<file path="config.mk">
export PLATFORM = sky130hd
export DESIGN_NAME = div_seq_ctrl
export DESIGN_NICKNAME = d
export VERILOG_FILES = /design/src/rtl/div_pkg.sv /design/src/rtl/div_step.sv /design/src/rtl/div_seq_ctrl.sv
export SDC_FILE = /design/constraint.sdc
export NUM_CORES = 1
export LEC_CHECK = 0
export ABC_AREA = 1
export ABC_CLOCK_PERIOD_IN_PS = 6300
export CORE_ASPECT_RATIO = 0.8
export CORE_MARGIN = 1
export CORE_UTILIZATION = 58
export DETAILED_ROUTE_END_ITERATION = 16
export GPL_ROUTABILITY_DRIVEN = 0
export PLACE_DENSITY = 0.85
export SLEW_MARGIN = 20
export SYNTH_ARGS = -nofsm -noshare
export SYNTH_HDL_FRONTEND = slang
export SYNTH_SLANG_ARGS = --single-unit
</file>
<file path="constraint.sdc">
create_clock -name clk -period 6.3 [get_ports clk]
set_clock_uncertainty 0.2 [all_clocks]
set_input_delay 0.945 -clock clk [delete_from_list [all_inputs] [get_ports clk]]
set_output_delay 0.945 -clock clk [all_outputs]
set_load 0.02 [all_outputs]
</file>
<file path="src/rtl/div_pkg.sv">
// Shared types and constants for the sequential divider and the ALU flag mux.
package div_pkg;

  // Divider sequencer states.
  typedef enum logic [1:0] {
    IDLE = 2'd0,
    CALC = 2'd1,
    DONE = 2'd2
  } div_state_t;

  // Bit positions inside the 4-bit NZCV flag vector.
  localparam int FLAG_N = 3;
  localparam int FLAG_Z = 2;
  localparam int FLAG_C = 1;
  localparam int FLAG_V = 0;
  localparam int FLAG_W = 4;

endpackage

</file>
<file path="src/rtl/div_step.sv">
// One restoring-division iteration: shift the next dividend bit into the
// partial remainder, trial-subtract the divisor and keep the difference only
// when it did not go negative.
module div_step #(
  parameter int N = 8
) (
  input  logic [N-1:0] rem_in,
  input  logic         bit_in,
  input  logic [N-1:0] divisor,
  output logic [N-1:0] rem_out,
  output logic         q_bit
);

  // The shifted remainder needs N+1 bits; one extra bit on the difference
  // carries the borrow, whose value picks subtract or restore.
  logic [N:0]   rem_shift;
  logic [N+1:0] diff;
  logic         unused_diff_bit;

  // Trial subtraction and restore select.
  always_comb begin
    rem_shift = {rem_in, bit_in};
    diff      = {1'b0, rem_shift} - {2'b00, divisor};
    q_bit     = ~diff[N+1];
    // A kept difference is below the divisor, and a restored value is below
    // it too, so both fit in N bits.
    rem_out   = q_bit ? diff[N-1:0] : rem_shift[N-1:0];
  end

  // diff[N] is always zero whenever the difference is kept.
  assign unused_diff_bit = diff[N];

endmodule

</file>
<file path="src/rtl/div_seq_ctrl.sv">
// Sequential unsigned divider: latches an operand pair on start, resolves one
// quotient bit per clock MSB first, then presents quotient, remainder and NZCV
// flags with a one-cycle done pulse.
module div_seq_ctrl
  import div_pkg::*;
#(
  parameter int N = 8
) (
  input  logic              clk,
  input  logic              rst,
  input  logic              start,
  input  logic [N-1:0]      a,
  input  logic [N-1:0]      b,
  output logic              busy,
  output logic              done,
  output logic [N-1:0]      q,
  output logic [N-1:0]      r,
  output logic [FLAG_W-1:0] flags
);

  localparam int             CW       = (N > 1) ? $clog2(N) : 1;
  localparam logic [CW-1:0]  CNT_LAST = CW'(N - 1);

  div_state_t        state_q, state_d;
  logic [N-1:0]      a_q, a_d;
  logic [N-1:0]      b_q, b_d;
  logic [N-1:0]      rem_q, rem_d;
  logic [CW-1:0]     count_q, count_d;
  logic [N-1:0]      q_q, q_d;
  logic [N-1:0]      r_q, r_d;
  logic [FLAG_W-1:0] flags_q, flags_d;

  logic [N-1:0]      step_rem;
  logic              step_q_bit;
  logic [N-1:0]      q_merge;

  div_step #(.N(N)) u_step (
    .rem_in  (rem_q),
    .bit_in  (a_q[count_q]),
    .divisor (b_q),
    .rem_out (step_rem),
    .q_bit   (step_q_bit)
  );

  // Quotient with the bit resolved this cycle dropped into position count_q;
  // every other bit keeps its previous value.
  for (genvar gi = 0; gi < N; gi++) begin : g_qbit
    localparam logic [CW-1:0] IDX = CW'(gi);
    assign q_merge[gi] = (count_q == IDX) ? step_q_bit : q_q[gi];
  end

  // Next-state, operand capture, per-step update and result/flag logic.
  always_comb begin
    state_d = state_q;
    a_d     = a_q;
    b_d     = b_q;
    rem_d   = rem_q;
    count_d = count_q;
    q_d     = q_q;
    r_d     = r_q;
    flags_d = flags_q;

    case (state_q)
      IDLE, DONE: begin
        state_d = IDLE;
        // DONE accepts a new request just like IDLE so operations can run
        // back to back without a dead cycle.
        if (start) begin
          a_d     = a;
          b_d     = b;
          rem_d   = '0;
          count_d = CNT_LAST;
          if (b != '0) begin
            state_d = CALC;
          end else begin
            // Divide by zero finishes immediately with a saturated quotient.
            state_d         = DONE;
            q_d             = '1;
            r_d             = a;
            flags_d         = '0;
            flags_d[FLAG_V] = 1'b1;
          end
        end
      end

      CALC: begin
        rem_d = step_rem;
        q_d   = q_merge;
        if (count_q == '0) begin
          state_d         = DONE;
          r_d             = step_rem;
          flags_d         = '0;
          flags_d[FLAG_N] = q_merge[N-1];
          flags_d[FLAG_Z] = (q_merge == '0);
          flags_d[FLAG_C] = 1'b0;
          flags_d[FLAG_V] = 1'b0;
        end else begin
          count_d = count_q - 1'b1;
        end
      end

      default: state_d = IDLE;
    endcase
  end

  // State and datapath registers; reset aborts any operation in flight.
  always_ff @(posedge clk or negedge rst) begin
    if (!rst) begin
      state_q <= IDLE;
      a_q     <= '0;
      b_q     <= '0;
      rem_q   <= '0;
      count_q <= '0;
      q_q     <= '0;
      r_q     <= '0;
      flags_q <= '0;
    end else begin
      state_q <= state_d;
      a_q     <= a_d;
      b_q     <= b_d;
      rem_q   <= rem_d;
      count_q <= count_d;
      q_q     <= q_d;
      r_q     <= r_d;
      flags_q <= flags_d;
    end
  end

  assign busy  = (state_q == CALC);
  assign done  = (state_q == DONE);
  assign q     = q_q;
  assign r     = r_q;
  assign flags = flags_q;

endmodule
</file>
Run 1, the clock network:
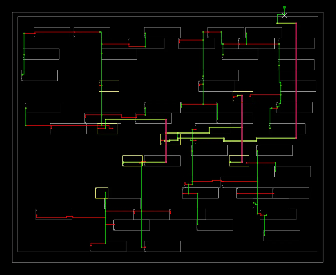
Clock Sinks: 48
Latency at later pin: 0.30 ns

Run 1, sequential cells colored by netlist name:
Other sequential cells in the stronger gray, the rest of the logic in the fainter gray.
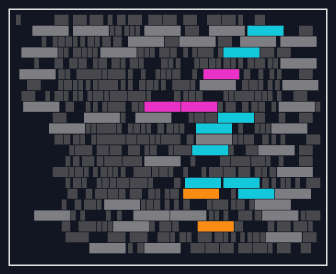
[state_q] orange | flops: 2
[r] cyan | flops: 8
[count_q] magenta | flops: 3
Seq group: 540 uW
Seq area share: 36.9%
FF+latch area: 1200 um^2
Final Util: 71.3%

==> flow_metrics.env, run 1 <==
# implementation run metrics
export IMPL_outcome="finished, violations left"
export IMPL_violations="design-rule violations"
export IMPL_layout_min_cycle_time_ns=3.27
export IMPL_slew_viol_final=0
export IMPL_grt_pass1_wl_mm=11.8
export IMPL_nClkBuffers=6
export IMPL_syn_to_final_growth_pct=18.1
export IMPL_antenna_cells=0
export IMPL_topCombFamilyByArea="simple AND/OR/NAND/NOR gates"
export IMPL_top_area_share_pct=43.6
export IMPL_ctsRootBufferMaster="clkbuf_8"
export IMPL_yosys_top_cells_count="nand2_1, dfrtp_1, inv_1"
export IMPL_fp_util_pct=60.4
export IMPL_grt_max_degree=49
export IMPL_holdWs_ns=0.287
export IMPL_instances_no_fill=439
export IMPL_tap_cells=60
export IMPL_cts_resized=0
export IMPL_antenna_found_initial=0
export IMPL_yosys_cells=342
export IMPL_drt_vias_per_instance=5.62
export IMPL_synth_seq_cells=48
export IMPL_largest_class="logic gates"
export IMPL_cp_required_ns=6.29
export IMPL_hold_viol=0
export IMPL_rsz0062_at_grt="false"
export IMPL_timing_final_ws_setup_ns=3.03
export IMPL_worst_pin_slew_ns=0.597
export IMPL_wl_per_cell_um=15.8
export IMPL_drc_errors=2
export IMPL_relSlewSlack_pct=60.2
export IMPL_avgSynthCellArea_um2=8.06
export IMPL_r2r_end="r[6]"
export IMPL_xor_area_share_pct=1.59
export IMPL_p_sw_share_pct=50.1
export IMPL_synth_nets=375
export IMPL_nFillCells=366
export IMPL_synth_edff_count=0
export IMPL_place_inst=432
export IMPL_vias=2466
export IMPL_power_density_nw_per_um2=579
Run 1, placement by cell class:
Scale bar: 20 um. Fill, decap, tap and diode cells in gray.
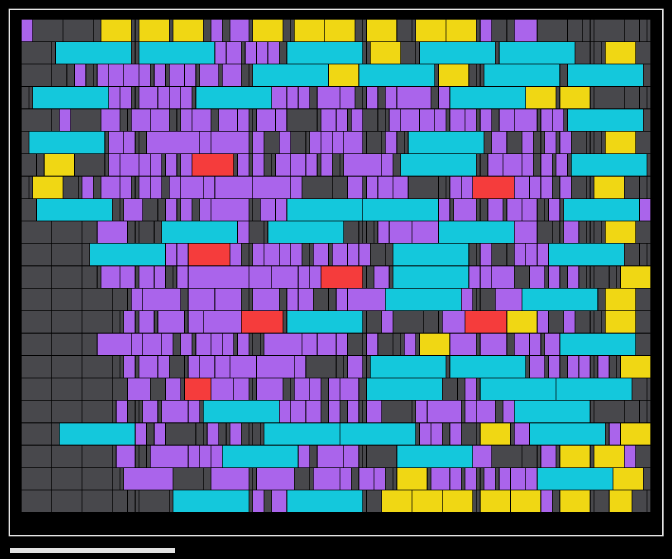
[remaining logic cells] purple | cells: 285 | share of their area: 47%
[clock drivers and dummy loads] red | cells: 7 | share of their area: 2.9%
[remaining buffers and delay cells] yellow | cells: 39 | share of their area: 12%
[registers] cyan | cells: 48 | share of their area: 38%
final non-filler cell area: 3260 um^2
core area: 4570 um^2
Rows: 22

Run 1, supply network:
Pins as bars on the die edge.
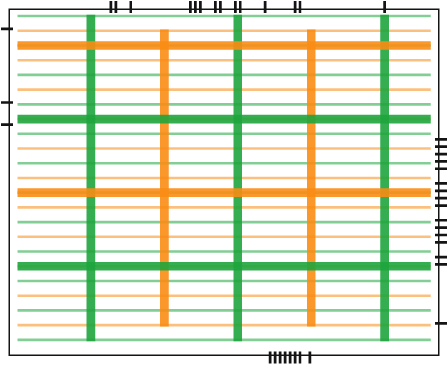
[VDD] orange
[VSS] green
signal pins: 41
met5 straps: 4
die height: 63.7 um
Die X: 79.1 um

==> run 1: routing by layer <==
layer	up-vias	wire, um	global-route usage (%)
li1	1176	-	-
met3	14	440	5.22
met5	-	0	0
met1	1185	3280	45.6
met4	0	102	7.27
met2	91	3130	46.1
==> run 1: worst max-delay path, cell delays in order (launching register included) <==
cell and delay, ns:
dfrtp_1 0.55, inv_1 0.23, o21ai_0 0.21, o22ai_1 0.09, o21ai_0 0.33, ha_1 0.23
inv_1 0.10, fa_1 0.41, nand3_1 0.11, nand2_1 0.09, a21oi_1 0.19, xor2_1 0.19
nand2_1 0.09, nand4_1 0.09, nand2_1 0.06
==> run 1: registers in the layout (all words and copies together) (netlist names) <==
register	count
r	8
a_q	8
rem_q	8
flags	3
count_q	3
q	8
b_q	8
state_q	2
Run 1, gate families picked out:
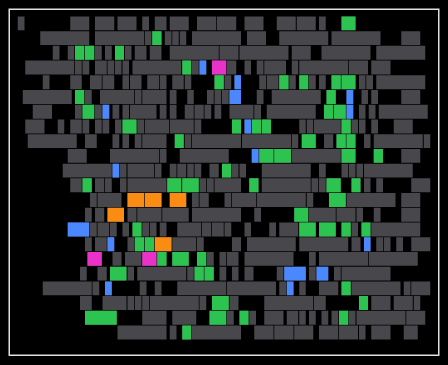

==> run 2, diff against run 1 <==
--- a/config.mk
+++ b/config.mk
@@ -6,13 +6,13 @@
 export NUM_CORES = 1
 export LEC_CHECK = 0
 export ABC_AREA = 1
-export ABC_CLOCK_PERIOD_IN_PS = 6300
+export ABC_CLOCK_PERIOD_IN_PS = 2600
 export CORE_ASPECT_RATIO = 0.8
 export CORE_MARGIN = 1
-export CORE_UTILIZATION = 58
+export CORE_UTILIZATION = 49
 export DETAILED_ROUTE_END_ITERATION = 16
 export GPL_ROUTABILITY_DRIVEN = 0
-export PLACE_DENSITY = 0.85
+export PLACE_DENSITY = 0.76
 export SLEW_MARGIN = 20
 export SYNTH_ARGS = -nofsm -noshare
 export SYNTH_HDL_FRONTEND = slang
==> constraint.sdc (replaced) <==
create_clock -name clk -period 2.6 [get_ports clk]
set_clock_uncertainty 0.2 [all_clocks]
set_input_delay 0.39 -clock clk [delete_from_list [all_inputs] [get_ports clk]]
set_output_delay 0.39 -clock clk [all_outputs]
set_load 0.02 [all_outputs]
Run 2, gate families picked out:
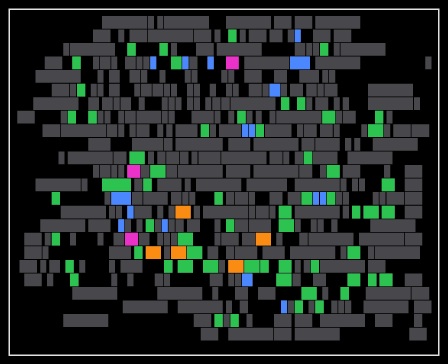
[non-inverting ao/oa cells] magenta | cells: 3 | most used: a21o_1
[aoi and oai cells] green | cells: 59 | most used: o21ai_0
[nor cells] blue | cells: 16 | most used: nor2_1
[xor and xnor cells] orange | cells: 5 | most used: xnor2_1
fin cells: 484
combinational share of cell area: 38.1%
Commonest Layout Cell: nand2_1

Run 2, sequential cells colored by netlist name:
Other sequential cells in the stronger gray, the rest of the logic in the fainter gray.
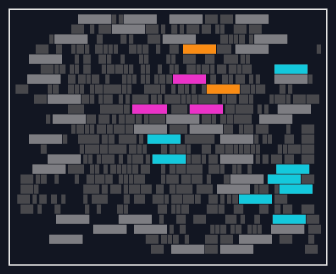
[r] cyan | flops: 8
[state_q] orange | flops: 2
[count_q] magenta | flops: 3
Seq group: 1.28 mW
Final Util: 64.4%
Seq area share: 34.4%
FF+latch area: 1200 um^2

==> run 2 against run 1 <==
Net effect:
- hold slack better by 0.0065 ns
- core utilization is 6.9 points lower
- register-to-register slack worse by 3.0 ns
- global-route usage is 5.7 points lower
- the flow now finishes without violations
- highest routed layer unchanged
- die area is 18% higher
- sequential share of layout area is 2.5 points lower
- critical path type unchanged
- count of clock-buffer cells in the layout is 2 higher
- critical path depth stayed put
- clock power is 150% higher
- maximum frequency is 27% higher
==> flow_metrics.env, run 2 <==
# implementation run metrics
export IMPL_antenna_cells=0
export IMPL_grt_pass1_wl_mm=11.6
export IMPL_nClkBuffers=8
export IMPL_rows=24
export IMPL_cts_resized=7
export IMPL_met2_usage_pct=37.7
export IMPL_worst_pin_slew_ns=0.567
export IMPL_fp_util_pct=50.7
export IMPL_topCombFamilyByArea="simple AND/OR/NAND/NOR gates"
export IMPL_antenna_found_initial=0
export IMPL_synth_edff_count=0
export IMPL_timing_final_ws_setup_ns=0.0157
export IMPL_yosys_top_cells_count="nand2_1, dfrtp_1, inv_1"
export IMPL_avgSynthCellArea_um2=8.06
export IMPL_top_area_share_pct=43.6
export IMPL_outcome="finished, final reports clean"
export IMPL_drc_errors=0
export IMPL_ctsRootBufferMaster="clkbuf_8"
export IMPL_insertion_delay_ns=0.30
export IMPL_clkSinkCount=48
export IMPL_grt_max_degree=27
export IMPL_die_h_um=69.1
export IMPL_grt_busiest_layer="met2"
export IMPL_tap_cells=78
export IMPL_wl_met2_mm=3.15
export IMPL_wl_met3_um=421
export IMPL_relSlewSlack_pct=62.2
export IMPL_drt_met1_wl_mm=3.24
export IMPL_p_sw_share_pct=47.5
export IMPL_wl_per_cell_um=14.3
export IMPL_power_density_nw_per_um2=1430
export IMPL_hold_viol=0
export IMPL_cp_required_ns=2.58
export IMPL_grt_util_met1_pct=35.1
export IMPL_vias=2490
export IMPL_synth_nets=375
run 2: cell counts after synthesis:
Identical to the previous run, type by type.
run 2: critical path, stage by stage (launching register included):
cell and delay (ns):
dfrtp_1 0.40, buf_4 0.15, o21ai_2 0.15, o22ai_1 0.11, o21ai_2 0.17, ha_2 0.19
inv_1 0.06, fa_2 0.35, nand3_2 0.09, nand2_2 0.07, a21oi_2 0.14, xor2_1 0.15
nand2_1 0.09, nand4_1 0.09, nand2_1 0.06
run 2: logic make-up after synthesis:
kind of cell / count (synthesis)
AOI/OAI and AO/OA: 62
xor gates and xnor gates: 5
adders and majority gates: 14
buffers and inverters: 60
DFF: 48
other: 1
and+or+nand+nor: 152
Run 2, the clock network:
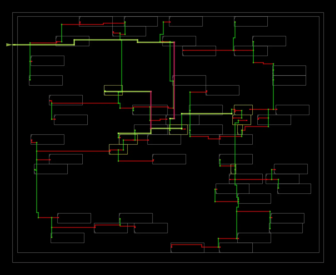

==> run 3, diff against run 2 <==
--- a/config.mk
+++ b/config.mk
@@ -12,7 +12,7 @@
 export CORE_UTILIZATION = 49
 export DETAILED_ROUTE_END_ITERATION = 16
 export GPL_ROUTABILITY_DRIVEN = 0
-export PLACE_DENSITY = 0.76
+export PLACE_DENSITY = 0.86
 export SLEW_MARGIN = 20
 export SYNTH_ARGS = -nofsm -noshare
 export SYNTH_HDL_FRONTEND = slang
Run 3, the clock network:
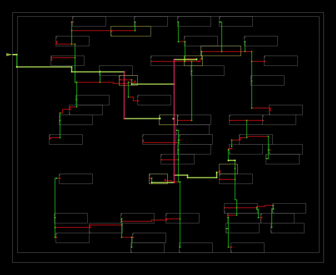
Power Clock: 626 uW
# clk buffers: 5
Flops: 48
CTS Buf Count: 5

Run 3, placement by cell class:
Scale bar: 20 um. Fill, decap, tap and diode cells in gray.
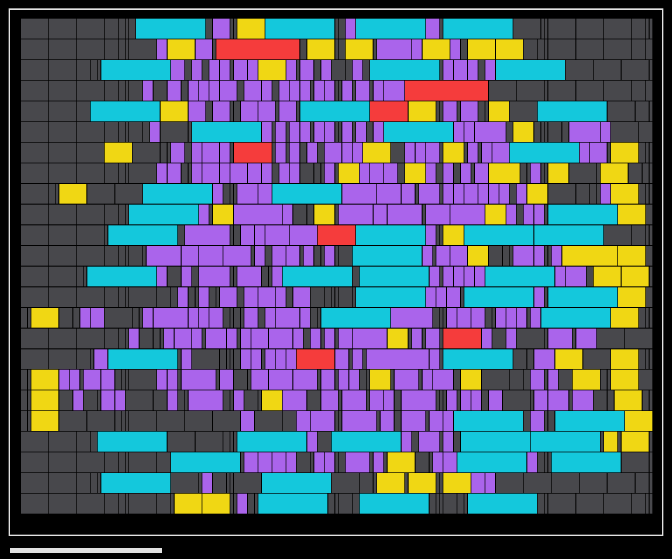
[clock drivers and dummy loads] red | cells: 7 | share of their area: 3.8%
[remaining logic cells] purple | cells: 285 | share of their area: 45%
[registers] cyan | cells: 48 | share of their area: 35%
[remaining buffers and delay cells] yellow | cells: 58 | share of their area: 16%
final non-filler cell area: 3500 um^2
Seq area share: 34.4%
Rows: 24

==> run 3 against run 2 <==
Net effect:
- the run now ends with negative setup slack left
- highest routed layer unchanged
- power increased by 0.29%
- critical endpoint unchanged
- sequential share of layout area about the same
- synthesized cell count unchanged
- non-clock buffer count decreased by 7
- critical path type unchanged
- wire length decreased by 0.12%
- cell area about the same
- global-route usage decreased by 0.98 points
- combinational power decreased by 4%
- first-iteration DRC count increased by 98%
- critical path depth unchanged
- core utilization about the same
- register-to-register slack got worse by 0.05 ns
==> flow_metrics.env, run 3 <==
# implementation run metrics
export IMPL_outcome="finished, violations left"
export IMPL_violations="negative setup slack"
export IMPL_synth_seq_cells=48
export IMPL_tap_cells=78
export IMPL_worst_pin_slew_ns=0.532
export IMPL_avgSynthCellArea_um2=8.06
export IMPL_setup_viol=1
export IMPL_cts_resized=4
export IMPL_insertion_delay_ns=0.30
export IMPL_yosys_top_cells_count="nand2_1, dfrtp_1, inv_1"
export IMPL_timing_final_ws_setup_ns=-0.0384
export IMPL_antenna_cells=0
export IMPL_power_density_nw_per_um2=1430
export IMPL_hold_viol=0
export IMPL_wl_met2_mm=3.10
export IMPL_ctsRootBufferMaster="clkbuf_8"
export IMPL_met2_usage_pct=35.7
export IMPL_slowest_stage="dfrtp_1"
export IMPL_synth_edff_count=0
export IMPL_top_layer="met4"
export IMPL_xor_area_share_pct=1.59
export IMPL_path_depth=14
export IMPL_vias=2569
export IMPL_rsz0062_at_grt="true"
export IMPL_grt_max_degree=27
export IMPL_cp_required_ns=2.59
export IMPL_grt_util_met1_pct=33.9
export IMPL_synth_nets=375
export IMPL_die_h_um=69.1
export IMPL_crit_buf_inv=2
export IMPL_grt_pass1_wl_mm=11.2
export IMPL_syn_to_final_growth_pct=26.8
==> run 3: metrics by stage <==
step,cells,hold slack (ns),cell area [um^2],power (mW),worst slack (ns)
5_1_grt,476,0.332,3500,5.38,-0.159
2_1_floorplan,342,-0.106,2760,3.32,0.0126
6_report,476,0.293,3500,5.00,-0.0384
3_5_place_dp,465,0.207,3310,4.17,-0.120
4_1_cts,474,0.290,3460,4.88,0.0160
3_3_place_gp,465,0.192,3310,4.05,0.0636
==> run 3: worst paths after layout <==
| path | end | slack, ns | startpoint |
|---|---|---|---|
| min in group asynchronous | r[3] | 0.40 | rst |
| max | r[6] | -0.04 | count_q[0] |
| min reg2reg | b_q[7] | 0.29 | b_q[7] |
| max in group asynchronous | r[7] | 1.27 | rst |
| min | b_q[7] | 0.29 | b_q[7] |
| max reg2reg | r[6] | -0.04 | count_q[0] |
Power is estimated from default activity; no workload was simulated.
